[src/rtl/mitm_mode_controller.sv]
// rtl/mitm_mode_controller.sv - debounced, bus-idle-gated MITM mode switch sequencer
module mitm_mode_controller #(
    parameter int                        NUM_MITM_MODES  = 4,
    parameter int                        DEBOUNCE_CYCLES = 16,
    parameter int                        QUIET_CYCLES    = 32,
    parameter logic [NUM_MITM_MODES-1:0] DEFAULT_MODE    = NUM_MITM_MODES'(1)
) (
    input  logic                      sys_clk,
    input  logic                      rst,
    input  logic [NUM_MITM_MODES-1:0] mode_request,
    input  logic                      if0_recv_new_data,
    input  logic                      if1_recv_new_data,
    input  logic                      fake_if0_busy,
    input  logic                      fake_if1_busy,
    output logic [NUM_MITM_MODES-1:0] mode,
    output logic                      fake_if0_select,
    output logic                      fake_if1_select,
    output logic                      mode_switching,
    output logic                      mode_error
);

    localparam int MAX_CYCLES = (DEBOUNCE_CYCLES > QUIET_CYCLES) ? DEBOUNCE_CYCLES : QUIET_CYCLES;
    localparam int CW         = $clog2(MAX_CYCLES + 1);
    localparam logic [CW-1:0] DEB_LAST   = CW'(DEBOUNCE_CYCLES - 1);
    localparam logic [CW-1:0] QUIET_LAST = CW'(QUIET_CYCLES - 1);

    typedef enum logic [2:0] {
        S_IDLE,
        S_DEBOUNCE,
        S_DRAIN,
        S_QUIET,
        S_COMMIT
    } state_t;

    state_t                      state, state_n;
    logic [CW-1:0]               counter, counter_n;
    logic [NUM_MITM_MODES-1:0]   candidate, candidate_n;
    logic [NUM_MITM_MODES-1:0]   mode_n;
    logic                        sel0_n, sel1_n, switching_n, error_n;
    logic                        req_valid;
    logic                        abort;
    logic                        any_busy;
    logic                        any_recv;

    // One-hot test: nonzero and clearing the lowest set bit leaves nothing.
    assign req_valid = (mode_request != '0) &&
                       ((mode_request & (mode_request - NUM_MITM_MODES'(1))) == '0);
    assign abort     = (mode_request != candidate);
    assign any_busy  = fake_if0_busy | fake_if1_busy;
    assign any_recv  = if0_recv_new_data | if1_recv_new_data;

    always_ff @(posedge sys_clk) begin
        if (rst) begin
            state           <= S_IDLE;
            counter         <= '0;
            candidate       <= DEFAULT_MODE;
            mode            <= DEFAULT_MODE;
            fake_if0_select <= ~DEFAULT_MODE[0];
            fake_if1_select <= ~DEFAULT_MODE[0];
            mode_switching  <= 1'b0;
            mode_error      <= 1'b0;
        end else begin
            state           <= state_n;
            counter         <= counter_n;
            candidate       <= candidate_n;
            mode            <= mode_n;
            fake_if0_select <= sel0_n;
            fake_if1_select <= sel1_n;
            mode_switching  <= switching_n;
            mode_error      <= error_n;
        end
    end

    always_comb begin
        state_n     = state;
        counter_n   = counter;
        candidate_n = candidate;
        mode_n      = mode;
        sel0_n      = fake_if0_select;
        sel1_n      = fake_if1_select;
        switching_n = mode_switching;
        error_n     = !req_valid;

        case (state)
            S_IDLE: begin
                if (req_valid && (mode_request != mode)) begin
                    candidate_n = mode_request;
                    counter_n   = '0;
                    state_n     = S_DEBOUNCE;
                end
            end
            S_DEBOUNCE: begin
                if (abort) begin
                    state_n = S_IDLE;
                end else begin
                    counter_n = counter + 1'b1;
                    if (counter == DEB_LAST) begin
                        state_n     = S_DRAIN;
                        switching_n = 1'b1;
                    end
                end
            end
            S_DRAIN: begin
                if (abort) begin
                    state_n     = S_IDLE;
                    switching_n = 1'b0;
                end else if (!any_busy) begin
                    state_n   = S_QUIET;
                    counter_n = '0;
                end
            end
            S_QUIET: begin
                // Priority: abort, then busy, then receive activity restarting the quiet window.
                if (abort) begin
                    state_n     = S_IDLE;
                    switching_n = 1'b0;
                end else if (any_busy) begin
                    state_n = S_DRAIN;
                end else if (any_recv) begin
                    counter_n = '0;
                end else begin
                    counter_n = counter + 1'b1;
                    if (counter == QUIET_LAST) begin
                        state_n = S_COMMIT;
                    end
                end
            end
            S_COMMIT: begin
                mode_n      = candidate;
                sel0_n      = ~candidate[0];
                sel1_n      = ~candidate[0];
                switching_n = 1'b0;
                state_n     = S_IDLE;
            end
            default: begin
                state_n = S_IDLE;
            end
        endcase
    end

endmodule

[config.mk]
export PLATFORM = sky130hd
export DESIGN_NAME = mitm_mode_controller
export DESIGN_NICKNAME = d
export VERILOG_FILES = /design/src/rtl/mitm_mode_controller.sv
export SDC_FILE = /design/constraint.sdc
export NUM_CORES = 1
export LEC_CHECK = 0
export ABC_AREA = 1
export CORE_MARGIN = 3
export CORE_UTILIZATION = 40
export CTS_BUF_LIST = sky130_fd_sc_hd__clkbuf_16
export CTS_CLUSTER_DIAMETER = 30
export CTS_CLUSTER_SIZE = 16
export DETAILED_ROUTE_END_ITERATION = 6
export SETUP_SLACK_MARGIN = 0.1
export SLEW_MARGIN = 40
export SYNTH_ARGS = -nofsm -noshare
export SYNTH_HDL_FRONTEND = slang
export SYNTH_SLANG_ARGS = --single-unit
[constraint.sdc]
create_clock -name sys_clk -period 5 [get_ports sys_clk]
set_clock_uncertainty 0.1 [all_clocks]
set_input_delay 1 -clock sys_clk [delete_from_list [all_inputs] [get_ports sys_clk]]
set_output_delay 1 -clock sys_clk [all_outputs]
set_load 0.005 [all_outputs]
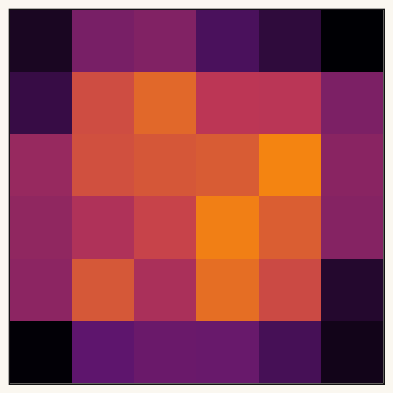
Figure 1: run 1, local utilization.
(6 px per um) 6 x 6 tiles, from black (low) to pale yellow (high), 0 to 100% covered.
The densest ninth of the die: middle. The fullest tile reaches 73%. 5.6% of the tiles are nearly empty. The mean over all tiles is 39%.
fin util: 53.94%
FP Core Util: 43.98%
core area: 2877 um2

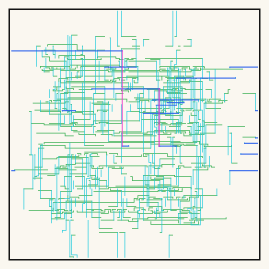
Figure 2: run 1, signal wires by layer.
(4 px per um)
Green shows M1, wire length 1520 um. Magenta shows M4, wire length 38.1 um. Blue shows M3, wire length 128 um. Cyan shows M2, wire length 1280 um.
routed length per instance: 11.23 um
Via Count: 1299

==> results.cfg, run 1 <==
; implementation run metrics
[job]
tool_warnings = 26

[timing]
rsz0062_at_grt = false
tns_ps = 0
fin_ws_ps = 2335
slew_headroom_pct = 69.07
timing.fmax_mhz = 375.2

[power]
p_sw_share_pct = 32.60
power_frac_comb_pct = 29.4
powerClk_uw = 162
top_power_group = registers
vdd_drop_max_mv = 0.1590
pwr-share-seq_pct = 38.1
p_seq_uw = 189
p_sw_uw = 162.2

[finish]
area_share_nonclk_buffers_pct = 10.97
n_antenna_cell = 0
nNonClkInverters = 29
buffers = 17
regMostFlops = counter
fillers = 299
most-common-layout-cells = 60 x nand2_1, 29 x nor2_1, 25 x inv_1, 20 x dfxtp_1, 17 x clkdlybuf4s50_1

[worst_setup_path]
r2r_cells = 10
cp_slowest_cell = clkdlybuf4s50_1
startpoint_type = input port
critPathKind = input port to flop
worstPathRequired_ps = 5050
startpoint = mode_request[0]
reg2reg_to = state[0]$_SDFFE_PP0P_

[outcome]
status = completed

[synth]
most_common_cell = nand2_1
mux_area_share_pct = 0
compound_area_share_pct = 16.72
async_flop_share_pct = 0
ys_cells = 204
yosys-top-cells-area = dfxtp_1 32%, nand2_1 18%, nor2_1 8.6%
syn_area_um2 = 1265
xor_area_share_pct = 1.385

[global_routing]
grt_pass1_vias = 1156
grt_overflow = 0

[floorplan]
die_w_um = 62.24

[worst_hold_path]
hp-start = fake_if1_select$_SDFFE_PP0N_
hp-class = flop to flop

[clocking]
cts.path.max_buffers = 2
h-tree-depth = 1
postCtsResizedCells = 0
cts_setup_buffers = 0

[placed_design]
dpl_worst_slack_ps = 2063
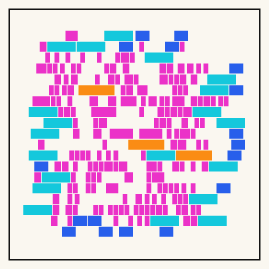
Figure 3: run 1, cell classes on the final placement.
(4 px per um)
Cyan shows sequential cells, cells 20, share of their area 27%. Blue shows remaining buffers and delay cells, cells 17, share of their area 11%. Magenta shows remaining logic cells, cells 182, share of their area 57%. Orange shows clock-net drivers, cells 3, share of their area 5.0%.
post-route cell area: 1551 um2
Seq/total area: 25.81%

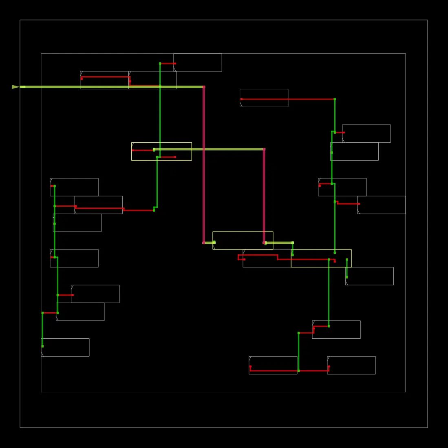
Figure 4: run 1, clock routing.
seq_cells: 20
CLK BUF: 3
Num CTS Buffers: 3

==> run 1 -> run 2 <==
clock period = 2.77 ns   (was 5 ns; I/O delays follow)
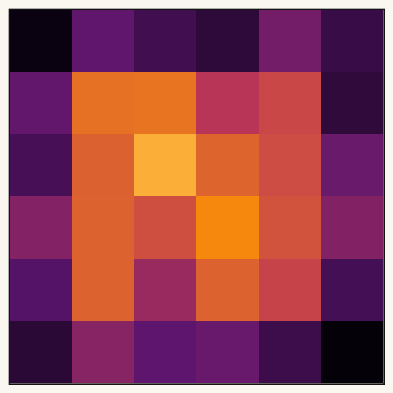
Figure 5: run 2, local utilization.
(6 px per um) 6 x 6 tiles, from black (low) to pale yellow (high), 0 to 100% covered.
2.8% of the tiles are over 75% full. The emptiest ninth of the die: bottom right. The mean over all tiles is 39%. The densest ninth of the die: middle. 2.8% of the tiles are nearly empty. The fullest tile reaches 83%.
fin util: 54.20%

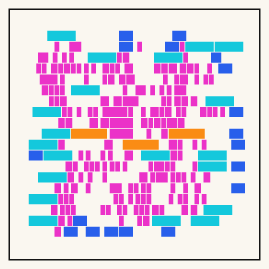
Figure 6: run 2, cell classes on the final placement.
(4 px per um)
Cyan shows sequential cells, cells 20, share of their area 27%. Magenta shows remaining logic cells, cells 182, share of their area 57%. Blue shows remaining buffers and delay cells, cells 18, share of their area 12%. Orange shows clock-net drivers, cells 3, share of their area 5.0%.
post-route cell area: 1559 um2
Core Rows: 19

==> run 2 against run 1 <==
Net effect: sequential share of layout area fell by 0.12 points; synthesized area unchanged; non-clock buffer count is 1 higher; wire length decreased by 3.2%; combinational power up about 80%; power rose by 80%; cell count grew 0.38%; register-to-register slack got worse by 2200 ps; synthesized cell count did not move; final area grew 0.48%; flip-flop count did not move; largest power group unchanged.
==> results.cfg, run 2 <==
; implementation run metrics
[timing]
timing.fmax_mhz = 443.4
rsz0062_at_grt = false
tns_ps = 0
slew_headroom_pct = 72.67
period_minus_slack_ps = 2255

[worst_setup_path]
startpoint = mode_request[0]
r2r_cells = 10
reg2reg_to = state[0]$_SDFFE_PP0P_
worstPathRequired_ps = 2810
startpoint_type = input port

[detailed_routing]
wl_per_cell_um = 10.83

[power]
power_frac_comb_pct = 29.4
p_seq_uw = 343
vdd_drop_max_mv = 0.5278
p_sw_share_pct = 32.22
top_power_group = registers
p_sw_uw = 288.0
pwr-share-seq_pct = 38.3
powerClk_uw = 289

[floorplan]
taps = 42
die_w_um = 62.24
core-area_um2 = 2877
num_io_pins = 18
fp_util_pct = 43.98

[synth]
mux_area_share_pct = 0
ys_cells = 204
syn_area_um2 = 1265
compound_area_share_pct = 16.72
most_common_cell = nand2_1
xor_area_share_pct = 1.385
yosys-top-cells-area = dfxtp_1 32%, nand2_1 18%, nor2_1 8.6%

[outcome]
status = completed

[finish]
nNonClkInverters = 29
clock_buffers = 3
fillers = 311
buffers = 18
flop-count = 20
seq_share_pct = 25.68
area_share_nonclk_buffers_pct = 11.40
regMostFlops = counter
n_antenna_cell = 0
most-common-layout-cells = 60 x nand2_1, 29 x nor2_1, 25 x inv_1, 20 x dfxtp_1, 17 x clkdlybuf4s50_1

[clocking]
h-tree-depth = 1
cts_setup_buffers = 0
postCtsResizedCells = 0

[global_routing]
grt_overflow = 0
grt_pass1_vias = 1153

[job]
tool_warnings = 26

[worst_hold_path]
hp-class = flop to flop
hp-start = counter[5]$_SDFFE_PP0P_
Power figures rest on the tool's default switching activity, not on a simulated workload.
